Figure 1. Floorplan with the power grid.
Drawn at 2 px/um. Pins as bars on the die edge. Tap cells in gray.
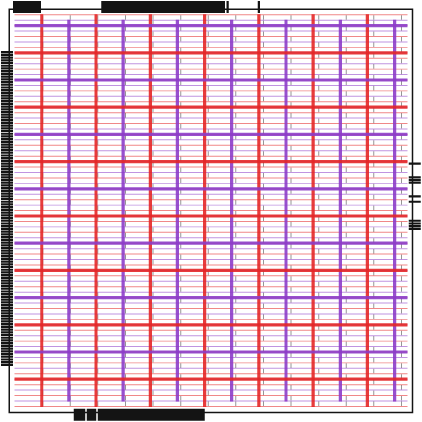
Figure 2. Placed cells, one color a class.
Drawn at 2 px/um. Fill, decap, tap and diode cells in gray.
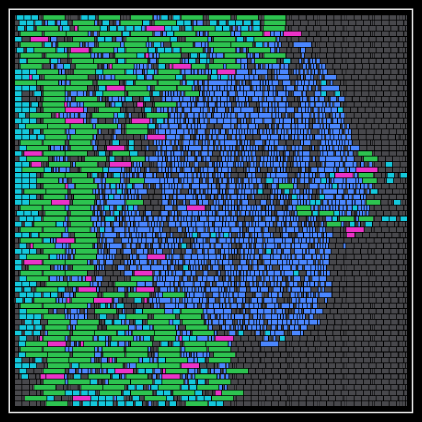
Figure 3. Clock wires, drivers and flops.
Drawn at 2 px/um.
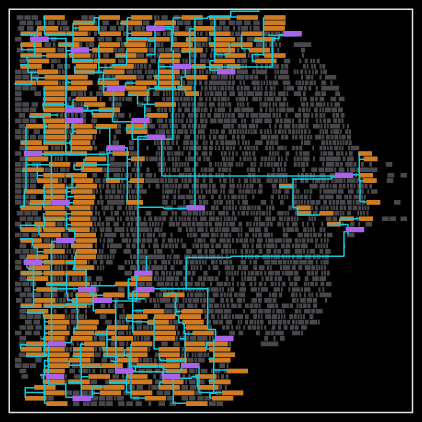
$ cat src/rtl/bmi_pkg.sv
// Shared constants and state encoding for the BMI select unit.
package bmi_pkg;

   localparam int DEF_DATA_WIDTH  = 256;
   localparam int DEF_CHUNK_WIDTH = 32;
   localparam int NCHUNK          = DEF_DATA_WIDTH / DEF_CHUNK_WIDTH;
   localparam int POS_W           = $clog2(DEF_DATA_WIDTH);
   localparam int CNT_W           = $clog2(DEF_CHUNK_WIDTH) + 1;

   typedef enum logic [1:0] {IDLE, SCAN, DONE} select_state_t;

endpackage

$ cat src/rtl/bmi_select_unit_if.sv
// Request/result handshake bundle for bmi_select_unit.
// Carries pop_total only when BMI_SELECT_TOTAL_EN is defined.
interface bmi_select_unit_if
   import bmi_pkg::*;
#(
   parameter int DATA_WIDTH = DEF_DATA_WIDTH
);
   localparam int PW = $clog2(DATA_WIDTH);

   logic                  in_valid;
   logic                  in_ready;
   logic [DATA_WIDTH-1:0] data_in;
   logic [PW-1:0]         rank_in;
   logic                  out_valid;
   logic                  out_ready;
   logic [PW-1:0]         pos_out;
   logic                  found;
`ifdef BMI_SELECT_TOTAL_EN
   logic [PW:0]           pop_total;

   modport master (output in_valid, data_in, rank_in, out_ready,
                   input  in_ready, out_valid, pos_out, found, pop_total);
   modport slave  (input  in_valid, data_in, rank_in, out_ready,
                   output in_ready, out_valid, pos_out, found, pop_total);
`else
   modport master (output in_valid, data_in, rank_in, out_ready,
                   input  in_ready, out_valid, pos_out, found);
   modport slave  (input  in_valid, data_in, rank_in, out_ready,
                   output in_ready, out_valid, pos_out, found);
`endif

endinterface

$ cat src/rtl/bmi_chunk_select.sv
// Combinational per-chunk select: popcount of the chunk and, when rem < popcount,
// the LSB-relative offset of the rem-th set bit.
module bmi_chunk_select
   import bmi_pkg::*;
#(
   parameter int CHUNK_WIDTH = DEF_CHUNK_WIDTH,
   parameter int REM_W       = POS_W
) (
   input  logic [CHUNK_WIDTH-1:0]         chunk,
   input  logic [REM_W-1:0]               rem,
   output logic [$clog2(CHUNK_WIDTH):0]   cnt,
   output logic                           hit,
   output logic [$clog2(CHUNK_WIDTH)-1:0] offset
);
   localparam int CW = $clog2(CHUNK_WIDTH) + 1;
   localparam int OW = $clog2(CHUNK_WIDTH);

   // The running count before a set bit equals its 0-based rank inside the chunk.
   always_comb begin
      cnt    = '0;
      hit    = 1'b0;
      offset = '0;
      for (int i = 0; i < CHUNK_WIDTH; i++) begin
         if (chunk[i]) begin
            if (!hit && (int'(cnt) == int'(rem))) begin
               hit    = 1'b1;
               offset = OW'(i);
            end
            cnt = cnt + CW'(1);
         end
      end
   end

endmodule

$ cat src/rtl/bmi_select_unit.sv
// Multi-cycle BMI select: locates the rank-th set bit, one chunk per cycle.
// BMI_SELECT_TOTAL_EN: always scans every chunk and also reports pop_total.
module bmi_select_unit
   import bmi_pkg::*;
#(
   parameter int DATA_WIDTH  = DEF_DATA_WIDTH,
   parameter int CHUNK_WIDTH = DEF_CHUNK_WIDTH
) (
   input logic               clk,
   input logic               rst,
   bmi_select_unit_if.slave  bus
);
   localparam int NCHK = DATA_WIDTH / CHUNK_WIDTH;
   localparam int PW   = $clog2(DATA_WIDTH);
   localparam int CNTW = $clog2(CHUNK_WIDTH) + 1;
   localparam int OW   = $clog2(CHUNK_WIDTH);
   localparam int IW   = (NCHK > 1) ? $clog2(NCHK) : 1;

   select_state_t         state_q, state_d;
   logic [DATA_WIDTH-1:0] data_q;
   logic [PW-1:0]         rem_q;
   logic [IW-1:0]         idx_q;
   logic [PW-1:0]         pos_q;
   logic                  found_q;
`ifdef BMI_SELECT_TOTAL_EN
   logic [PW:0]           total_q;
`endif

   logic [CHUNK_WIDTH-1:0] chunk;
   logic [CNTW-1:0]        cnt;
   logic                   hit;
   logic [OW-1:0]          offset;
   logic [PW-1:0]          hit_pos;
   logic                   last;
   logic                   accept;
   logic                   in_ready_c;
   logic                   out_valid_c;

   assign chunk   = data_q[int'(idx_q)*CHUNK_WIDTH +: CHUNK_WIDTH];
   assign last    = (idx_q == IW'(NCHK - 1));
   assign hit_pos = PW'(int'(idx_q) * CHUNK_WIDTH) + PW'(offset);

   bmi_chunk_select #(
      .CHUNK_WIDTH (CHUNK_WIDTH),
      .REM_W       (PW)
   ) u_chunk (
      .chunk  (chunk),
      .rem    (rem_q),
      .cnt    (cnt),
      .hit    (hit),
      .offset (offset)
   );

   always_ff @(posedge clk) begin
      if (rst) state_q <= IDLE;
      else     state_q <= state_d;
   end

   always_comb begin
      state_d     = state_q;
      in_ready_c  = 1'b0;
      out_valid_c = 1'b0;
      accept      = 1'b0;
      case (state_q)
         IDLE: begin
            in_ready_c = !rst;
            accept     = bus.in_valid && !rst;
            if (accept) state_d = SCAN;
         end
         SCAN: begin
`ifdef BMI_SELECT_TOTAL_EN
            if (last) state_d = DONE;
`else
            if (hit || last) state_d = DONE;
`endif
         end
         DONE: begin
            out_valid_c = 1'b1;
            if (bus.out_ready) state_d = IDLE;
         end
         default: state_d = IDLE;
      endcase
   end

   // Operand is only consumed while scanning, so it needs no reset.
   always_ff @(posedge clk) begin
      if (accept) data_q <= bus.data_in;
   end

   always_ff @(posedge clk) begin
      if (rst) begin
         rem_q   <= '0;
         idx_q   <= '0;
         pos_q   <= '0;
         found_q <= 1'b0;
`ifdef BMI_SELECT_TOTAL_EN
         total_q <= '0;
`endif
      end else begin
         case (state_q)
            IDLE: begin
               if (accept) begin
                  rem_q   <= bus.rank_in;
                  idx_q   <= '0;
                  pos_q   <= '0;
                  found_q <= 1'b0;
`ifdef BMI_SELECT_TOTAL_EN
                  total_q <= '0;
`endif
               end
            end
            SCAN: begin
`ifdef BMI_SELECT_TOTAL_EN
               total_q <= total_q + (PW+1)'(cnt);
               if (!found_q) begin
                  if (hit) begin
                     pos_q   <= hit_pos;
                     found_q <= 1'b1;
                  end else begin
                     rem_q <= rem_q - PW'(cnt);
                  end
               end
               if (!last) idx_q <= idx_q + IW'(1);
`else
               if (hit) begin
                  pos_q   <= hit_pos;
                  found_q <= 1'b1;
               end else if (!last) begin
                  rem_q <= rem_q - PW'(cnt);
                  idx_q <= idx_q + IW'(1);
               end
`endif
            end
            default: ;
         endcase
      end
   end

   assign bus.in_ready  = in_ready_c;
   assign bus.out_valid = out_valid_c;
   assign bus.pos_out   = pos_q;
   assign bus.found     = found_q;
`ifdef BMI_SELECT_TOTAL_EN
   assign bus.pop_total = total_q;
`endif

endmodule

$ cat src/flat_wrapper.sv
// flat-port wrapper written by rule: the top's interface ports become plain ports
module bmi_select_unit_flat import bmi_pkg::*;
#(
   parameter int DATA_WIDTH  = DEF_DATA_WIDTH,
   parameter int CHUNK_WIDTH = DEF_CHUNK_WIDTH
)
  (clk, rst, bus_in_valid, bus_data_in, bus_rank_in, bus_out_ready, bus_in_ready, bus_out_valid, bus_pos_out, bus_found);
  bmi_select_unit_if #(.DATA_WIDTH(DATA_WIDTH)) bus_i ();
  input logic clk;
  input logic rst;
  input wire logic [$bits(bus_i.in_valid)-1:0] bus_in_valid;
  input wire logic [$bits(bus_i.data_in)-1:0] bus_data_in;
  input wire logic [$bits(bus_i.rank_in)-1:0] bus_rank_in;
  input wire logic [$bits(bus_i.out_ready)-1:0] bus_out_ready;
  output wire logic [$bits(bus_i.in_ready)-1:0] bus_in_ready;
  output wire logic [$bits(bus_i.out_valid)-1:0] bus_out_valid;
  output wire logic [$bits(bus_i.pos_out)-1:0] bus_pos_out;
  output wire logic [$bits(bus_i.found)-1:0] bus_found;
  assign bus_i.in_valid = bus_in_valid;
  assign bus_i.data_in = bus_data_in;
  assign bus_i.rank_in = bus_rank_in;
  assign bus_i.out_ready = bus_out_ready;
  assign bus_in_ready = bus_i.in_ready;
  assign bus_out_valid = bus_i.out_valid;
  assign bus_pos_out = bus_i.pos_out;
  assign bus_found = bus_i.found;
  bmi_select_unit #(.DATA_WIDTH(DATA_WIDTH), .CHUNK_WIDTH(CHUNK_WIDTH)) u_core (.clk(clk), .rst(rst), .bus(bus_i));
endmodule
$ cat config.mk
export PLATFORM = sky130hd
export DESIGN_NAME = bmi_select_unit_flat
export DESIGN_NICKNAME = d
export VERILOG_FILES = /design/src/rtl/bmi_pkg.sv /design/src/rtl/bmi_select_unit_if.sv /design/src/rtl/bmi_chunk_select.sv /design/src/rtl/bmi_select_unit.sv /design/src/flat_wrapper.sv
export SDC_FILE = /design/constraint.sdc
export NUM_CORES = 1
export LEC_CHECK = 0
export ABC_AREA = 1
export CAP_MARGIN = 20
export CORE_MARGIN = 2
export CORE_UTILIZATION = 50
export DETAILED_ROUTE_END_ITERATION = 7
export PLACE_DENSITY = 0.87
export RECOVER_POWER = 100
export SLEW_MARGIN = 20
export SYNTH_ARGS = -nofsm -noshare
export SYNTH_HDL_FRONTEND = slang
export SYNTH_SLANG_ARGS = --single-unit
$ cat constraint.sdc
create_clock -name clk -period 18.4 [get_ports clk]
set_input_delay 2.76 -clock clk [delete_from_list [all_inputs] [get_ports clk]]
set_output_delay 2.76 -clock clk [all_outputs]
set_load 0.02 [all_outputs]
==> Changelog: implementation <==
### Metrics

- Yosys warns: 0
- Die Wd: 201 um
- Seq share, synth: 41.9%
- Max_slew headroom: -362%
- Max Clock Freq: 56.7 MHz
- Post-Syn Nets: 2596
- Nonclk inv count: 248
- Violated checks: max-capacitance violations, max-slew violations
- Worst slack, placed: -462 ps
- Flop2flop setup slack: 760 ps
- Clock Path Buffers: 3
- Non-clk bufs: 326
- Via count: 17.7k
- Most frequent CP cell: nand2_2
- Initial Utilization: 50.4%
- Outcome: finished with violations
- Pins Over Slew Limit: 259
- Crit path DRT: 18900 ps
- Hold path startpoint: u_core.bus.found
- Max stage delay on crit path: 400 ps
- Multi-input gates: 1687
- Critical path depth: 114
- Post-route insts no fill: 3123
- HP Class: flop to flop
- Final wirelength: 55700 um
- Max-cap violations: 2
- Delay-heaviest family, CP: simple AND/OR/NAND/NOR gates
- Mapped cell area: 0.0194 mm2
- Fin util: 62.4%
- Clk root buf: clkbuf_16
- Comb/total area: 42.2%
-- Figure 1 (at the start) --
purple -> VDD
red -> VSS
met4 straps = 14
met1 rails = 73
tap cells = 518
signal pins = 279
rows = 72
core area: 0.0385 mm2

-- Figure 2 (at the start) --
green -> flops  # cells 278
blue -> all other logic  # cells 1935
cyan -> other buffers and delay cells  # cells 326
magenta -> clock drivers and dummy loads  # cells 56

-- Figure 3 (at the start) --
purple -> cells driving clock nets  # count 30
cyan -> clock wires  # length 3320 um
orange -> flip-flops  # count 278
routed clock nets = 31
Clock Latency Late Sink: 590 ps
clk_skew: 29.1 ps

synth_stat cells, drive strengths merged (22+ instances only):
cell type / number / area [um2]
clkbuf: 40 / 150
nor2: 249 / 1010
ha: 38 / 475
o21ai: 149 / 783
nand4: 42 / 284
buf: 36 / 215
inv: 239 / 897
nand2: 581 / 2840
edfxtp: 256 / 7690
o221ai: 56 / 503
nand3: 318 / 2140
dfxtp: 22 / 440
nor3: 25 / 125
a21oi: 38 / 209
xor2: 111 / 980
logic make-up after synthesis:
logic type	count (synthesis)	synth area share, %
xor+xnor	117	5.32
simple gates	1259	34.5
fa+ha+maj	39	2.56
buf+inv	324	6.76
compound gates	272	8.90
flops	278	41.9
